Fig. 1: I/O nets highlighted
Drawn at 4 px/micron.
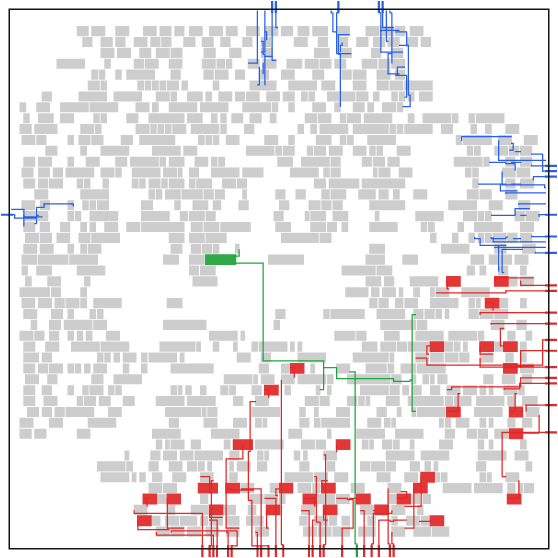
Fig. 2: cell classes on the final placement
Drawn at 2 px/micron.
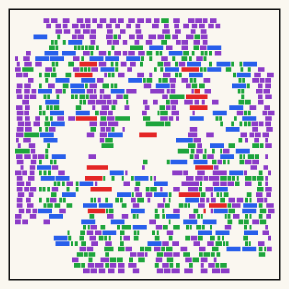
Fig. 3: clock distribution
Drawn at 4 px/micron.
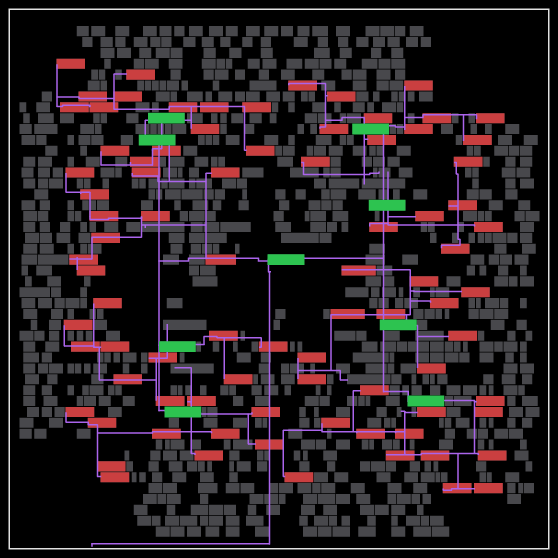
Fig. 4: the clock network
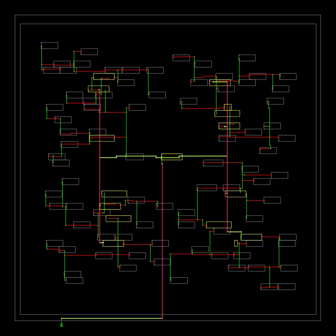
Fig. 5: met3 routing
Drawn at 3 px/micron. Cells faint in the background.
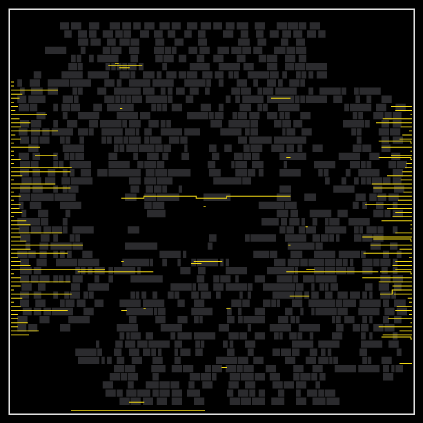
[config.mk]
export PLATFORM = sky130hd
export DESIGN_NAME = dbus_bridge
export DESIGN_NICKNAME = d
export VERILOG_FILES = /design/src/rtl/dbus_bridge.sv
export SDC_FILE = /design/constraint.sdc
export NUM_CORES = 1
export LEC_CHECK = 0
export CAP_MARGIN = 20
export CORE_MARGIN = 2
export CORE_UTILIZATION = 25
export DETAILED_ROUTE_END_ITERATION = 7
export GPL_TIMING_DRIVEN = 0
export SYNTH_ARGS = -nofsm -noshare
export SYNTH_HDL_FRONTEND = slang
export SYNTH_SLANG_ARGS = --single-unit
export TNS_END_PERCENT = 100
[constraint.sdc]
create_clock -name clk -period 1.7 [get_ports clk]
set_input_delay 0.34 -clock clk [delete_from_list [all_inputs] [get_ports clk]]
set_output_delay 0.34 -clock clk [all_outputs]
set_load 0.005 [all_outputs]
[src/rtl/dbus_bridge.sv]
// Data-bus bridge between the core load/store port, on-chip RAM and the GEMM MMIO window.
// Optional macro BUS_TIMEOUT_EN adds an accelerator ack timeout that raises bus_err.
module dbus_bridge #(
    parameter int          RAM_WORDS = 4096,
    parameter logic [31:0] ACC_BASE  = 32'h8000_0000,
    parameter logic [31:0] ACC_MASK  = 32'hFFFF_F000,
    parameter int          TIMEOUT   = 255
) (
    input  logic                         clk,
    input  logic                         reset,
    input  logic                         cs,
    input  logic                         mem_rd_wr,
    input  logic [3:0]                   mask,
    input  logic [31:0]                  mem_addr,
    input  logic [31:0]                  mem_write_data,
    output logic [31:0]                  mem_read_data,
    output logic                         mem_valid,
    output logic                         ram_en,
    output logic [3:0]                   ram_we,
    output logic [$clog2(RAM_WORDS)-1:0] ram_addr,
    output logic [31:0]                  ram_wdata,
    input  logic [31:0]                  ram_rdata,
    output logic                         acc_req,
    output logic                         acc_we,
    output logic [11:0]                  acc_addr,
    output logic [31:0]                  acc_wdata,
    output logic [3:0]                   acc_mask,
    input  logic                         acc_ack,
    input  logic [31:0]                  acc_rdata,
    output logic                         bus_err
);

    localparam int          AW        = $clog2(RAM_WORDS);
    localparam logic [32:0] RAM_LIMIT = 33'(RAM_WORDS) << 2;

    typedef enum logic [1:0] {
        IDLE     = 2'd0,
        RAM_RD   = 2'd1,
        ACC_WAIT = 2'd2,
        RESP     = 2'd3
    } state_t;

    state_t      state;
    state_t      state_next;
    logic [31:0] rdata_q;
    logic        is_acc;
    logic        is_ram;
    logic        timeout_hit;

    // Accelerator window wins over the RAM range when both would match.
    assign is_acc = (mem_addr & ACC_MASK) == ACC_BASE;
    assign is_ram = !is_acc && ({1'b0, mem_addr} < RAM_LIMIT);

    assign ram_addr  = mem_addr[2 +: AW];
    assign ram_wdata = mem_write_data;

`ifdef BUS_TIMEOUT_EN
    logic [31:0] tmo_cnt;
    logic        bus_err_q;

    assign timeout_hit = (state == ACC_WAIT) && (tmo_cnt == 32'(TIMEOUT - 1));
    assign bus_err     = bus_err_q;

    always_ff @(posedge clk) begin
        if (reset) begin
            tmo_cnt   <= '0;
            bus_err_q <= 1'b0;
        end else begin
            tmo_cnt   <= (state == ACC_WAIT && state_next == ACC_WAIT) ? tmo_cnt + 32'd1 : '0;
            // An ack on the timeout cycle takes precedence, so no error then.
            bus_err_q <= timeout_hit && !acc_ack;
        end
    end
`else
    localparam int unused_timeout = TIMEOUT;
    assign timeout_hit = 1'b0;
    assign bus_err     = 1'b0;
`endif

    always_comb begin
        state_next    = state;
        mem_valid     = 1'b1;
        mem_read_data = 32'h0;
        ram_en        = 1'b0;
        ram_we        = 4'h0;
        case (state)
            IDLE: begin
                if (cs) begin
                    if (is_acc) begin
                        mem_valid  = 1'b0;
                        state_next = ACC_WAIT;
                    end else if (is_ram) begin
                        ram_en = 1'b1;
                        if (mem_rd_wr) begin
                            mem_valid  = 1'b0;
                            state_next = RAM_RD;
                        end else begin
                            ram_we = mask;
                        end
                    end
                end
            end
            RAM_RD: begin
                mem_read_data = ram_rdata;
                state_next    = IDLE;
            end
            ACC_WAIT: begin
                mem_valid = 1'b0;
                if (acc_ack || timeout_hit) state_next = RESP;
            end
            RESP: begin
                mem_read_data = rdata_q;
                state_next    = IDLE;
            end
            default: state_next = IDLE;
        endcase
    end

    always_ff @(posedge clk) begin
        if (reset) begin
            state     <= IDLE;
            acc_req   <= 1'b0;
            acc_we    <= 1'b0;
            acc_addr  <= 12'h0;
            acc_wdata <= 32'h0;
            acc_mask  <= 4'h0;
            rdata_q   <= 32'h0;
        end else begin
            state <= state_next;
            if (state == IDLE && cs && is_acc) begin
                acc_req   <= 1'b1;
                acc_we    <= ~mem_rd_wr;
                acc_addr  <= mem_addr[11:0];
                acc_wdata <= mem_write_data;
                acc_mask  <= mask;
            end else if (state == ACC_WAIT && acc_ack) begin
                acc_req <= 1'b0;
                rdata_q <= acc_we ? 32'h0 : acc_rdata;
            end else if (timeout_hit) begin
                acc_req <= 1'b0;
                rdata_q <= 32'hDEAD_BEEF;
            end
        end
    end

endmodule

==> run summary <==
Status on the layout run. For this block, wires on met1 add up to 7.47 mm. Combinational cell area excluding buffers and inverters landed at 2270 sq um. Power dissipated in the clock network landed at 2580 uW. The clock tree synthesis step divided the H-tree into 3 levels.

The largest registers in the layout are acc_wdata: 32 flops, rdata_q: 32 flops, acc_addr: 12 flops. Layout inverter count without the clock tree landed at 1. Note that the worst hold path type here is primary input to flop. Number of detailed-route iterations in the first pass landed at 5. Worst path setup slack after routing landed at -0.313 ns.

The most critical setup path has its endpoint at mem_read_data[29]. Net switching is 20.1% of the power. STA classifies the critical path startpoint as a flop. The worst hold path begins at mem_addr[2].

The floorplan has 47 rows. Measured on the final layout, buffering overhead outside the clock network stands at 44.2%. Per the power-grid run, VDD falls by no more than 0.437 mV. The setup path with the least slack is of type flop to output port. Internal power comes to 4120 uW. Total length of routed met2 wires landed at 8.50 mm. Number of standard cells in the layout, taps in and fillers out landed at 1,065.

Maximum number of pins on one net before global-route repair landed at 15. Subtracting the final worst setup slack from the clock period gives 2.01 ns. Total congestion overflow after global routing landed at 0.

At the worst endpoint, the arrival time is 1.67 ns. Total routing usage reported by global routing landed at 18.3%. The final reports fail on setup timing. Antenna diode instance count landed at 0.

Using the TritonRoute via totals, the vias-per-cell ratio works out to 4.56. For met2 alone, demand over resource in global routing was 31.0%. Looking at the group totals, the largest power group turns out to be clock.

Slew at the pin closest to its max-slew limit landed at 0.619 ns. The last timing report of the flow puts the setup violation total at 56. The placement stage leaves a total instance area of 7220 sq um. The worst register-to-register path depth is 9. Across the whole layout, multi-input logic makes up 27.4% of the cell area. The combinational power reported by the tool is 612 uW. Relative slew slack landed at 58.7%. The logs give a warning total of 28.

The post-route netlist has 26.4% of its cells at a drive strength greater than 1. Setup TNS landed at -6.63 ns. Area of the die landed at 18,100 sq um. The script logs the mean routed wire length per placed instance as 16.2 microns. Utilization of the core after routing landed at 49.9%.

Deepest clock path buffer count landed at 2. Routed signal wires occupy layers up through met4. The flow ran to the end, but the final reports show violations.

Floorplan core density landed at 25.6%. Dividing the final minimum period by the clock period gives 118%.
## Picture notes: Fig. 1
legend:
  red:
    port: ram_rdata
    bits: 32
    direction: input
    edge: 21 bottom, 11 right
    end_cells: 32
    buffers: 32
    wire: 765 microns
  green:
    port: acc_we
    bits: 1
    direction: output
    edge: bottom
    end_cells: 1
    buffers: 1
    wire: 156 microns
  blue:
    port: ram_addr
    bits: 12
    direction: output
    edge: 6 right, 5 top, 1 left
    end_cells: 0
    buffers: 36
    wire: 436 microns

## Picture notes: Fig. 2
legend:
  purple:
    class: remaining buffers and delay cells
    cells: 401
    share_of_their_area: 46%
  red:
    class: clock drivers and dummy loads
    cells: 16
    share_of_their_area: 4.8%
  green:
    class: combinational and other logic
    cells: 344
    share_of_their_area: 28%
  blue:
    class: sequential cells
    cells: 84
    share_of_their_area: 21%

## Picture notes: Fig. 3
legend:
  red:
    item: flip-flops
    count: 84
  green:
    item: clock drivers
    count: 9
  purple:
    item: clock wires
    length: 1,280 microns
routed clock nets: 10
flops lie: spread over the die

## Picture notes: Fig. 4
number of clock buffers in the layout: 10
Latency at later pin: 0.34 ns

## Picture notes: Fig. 5
main direction: horizontal
nets with wire on the layer: 135
longest straight run: 44.4 microns
share of all routed wire: 5.9%
wire length on this layer: 1,020 microns

==> cell families (layout without fill, tap and decap cells) <==
| group | count (synthesis) | count (layout) | share of synthesized area [%] |
|---|---|---|---|
| compound gates | 136 | 136 | 16.4 |
| other cells | 1 | 1 | 0.0881 |
| buf+inv | 95 | 418 | 13.0 |
| simple gates | 174 | 174 | 23.5 |
| mux | 32 | 32 | 7.53 |
| flops | 84 | 84 | 39.5 |
==> critical path: stages, from the launching register on <==
cell and delay [ns]:
sky130_fd_sc_hd__dfxtp_4 0.39, sky130_fd_sc_hd__buf_8 0.18, sky130_fd_sc_hd__mux2i_2 0.26, sky130_fd_sc_hd__nor2b_2 0.06, sky130_fd_sc_hd__clkdlybuf4s50_1 0.44
==> cells in the mapped netlist, types with 3 or more instances <==
cell | count | area share [%]
sky130_fd_sc_hd__and2_1 | 4 | 0.59
sky130_fd_sc_hd__nor3_1 | 3 | 0.35
sky130_fd_sc_hd__nand3b_1 | 32 | 5.6
sky130_fd_sc_hd__nor2_1 | 3 | 0.26
sky130_fd_sc_hd__clkbuf_1 | 33 | 2.9
sky130_fd_sc_hd__buf_2 | 14 | 1.6
sky130_fd_sc_hd__buf_4 | 46 | 8.1
sky130_fd_sc_hd__o21ai_0 | 40 | 4.7
sky130_fd_sc_hd__nand2_1 | 36 | 3.2
sky130_fd_sc_hd__mux2i_1 | 32 | 7.5
sky130_fd_sc_hd__nor2b_1 | 32 | 4.7
sky130_fd_sc_hd__nand3_1 | 49 | 5.8
sky130_fd_sc_hd__and3_1 | 3 | 0.44
sky130_fd_sc_hd__o21ai_1 | 9 | 1.1
sky130_fd_sc_hd__a21oi_1 | 82 | 9.6
sky130_fd_sc_hd__dfxtp_1 | 84 | 40
Power and IR drop assume default switching activity.
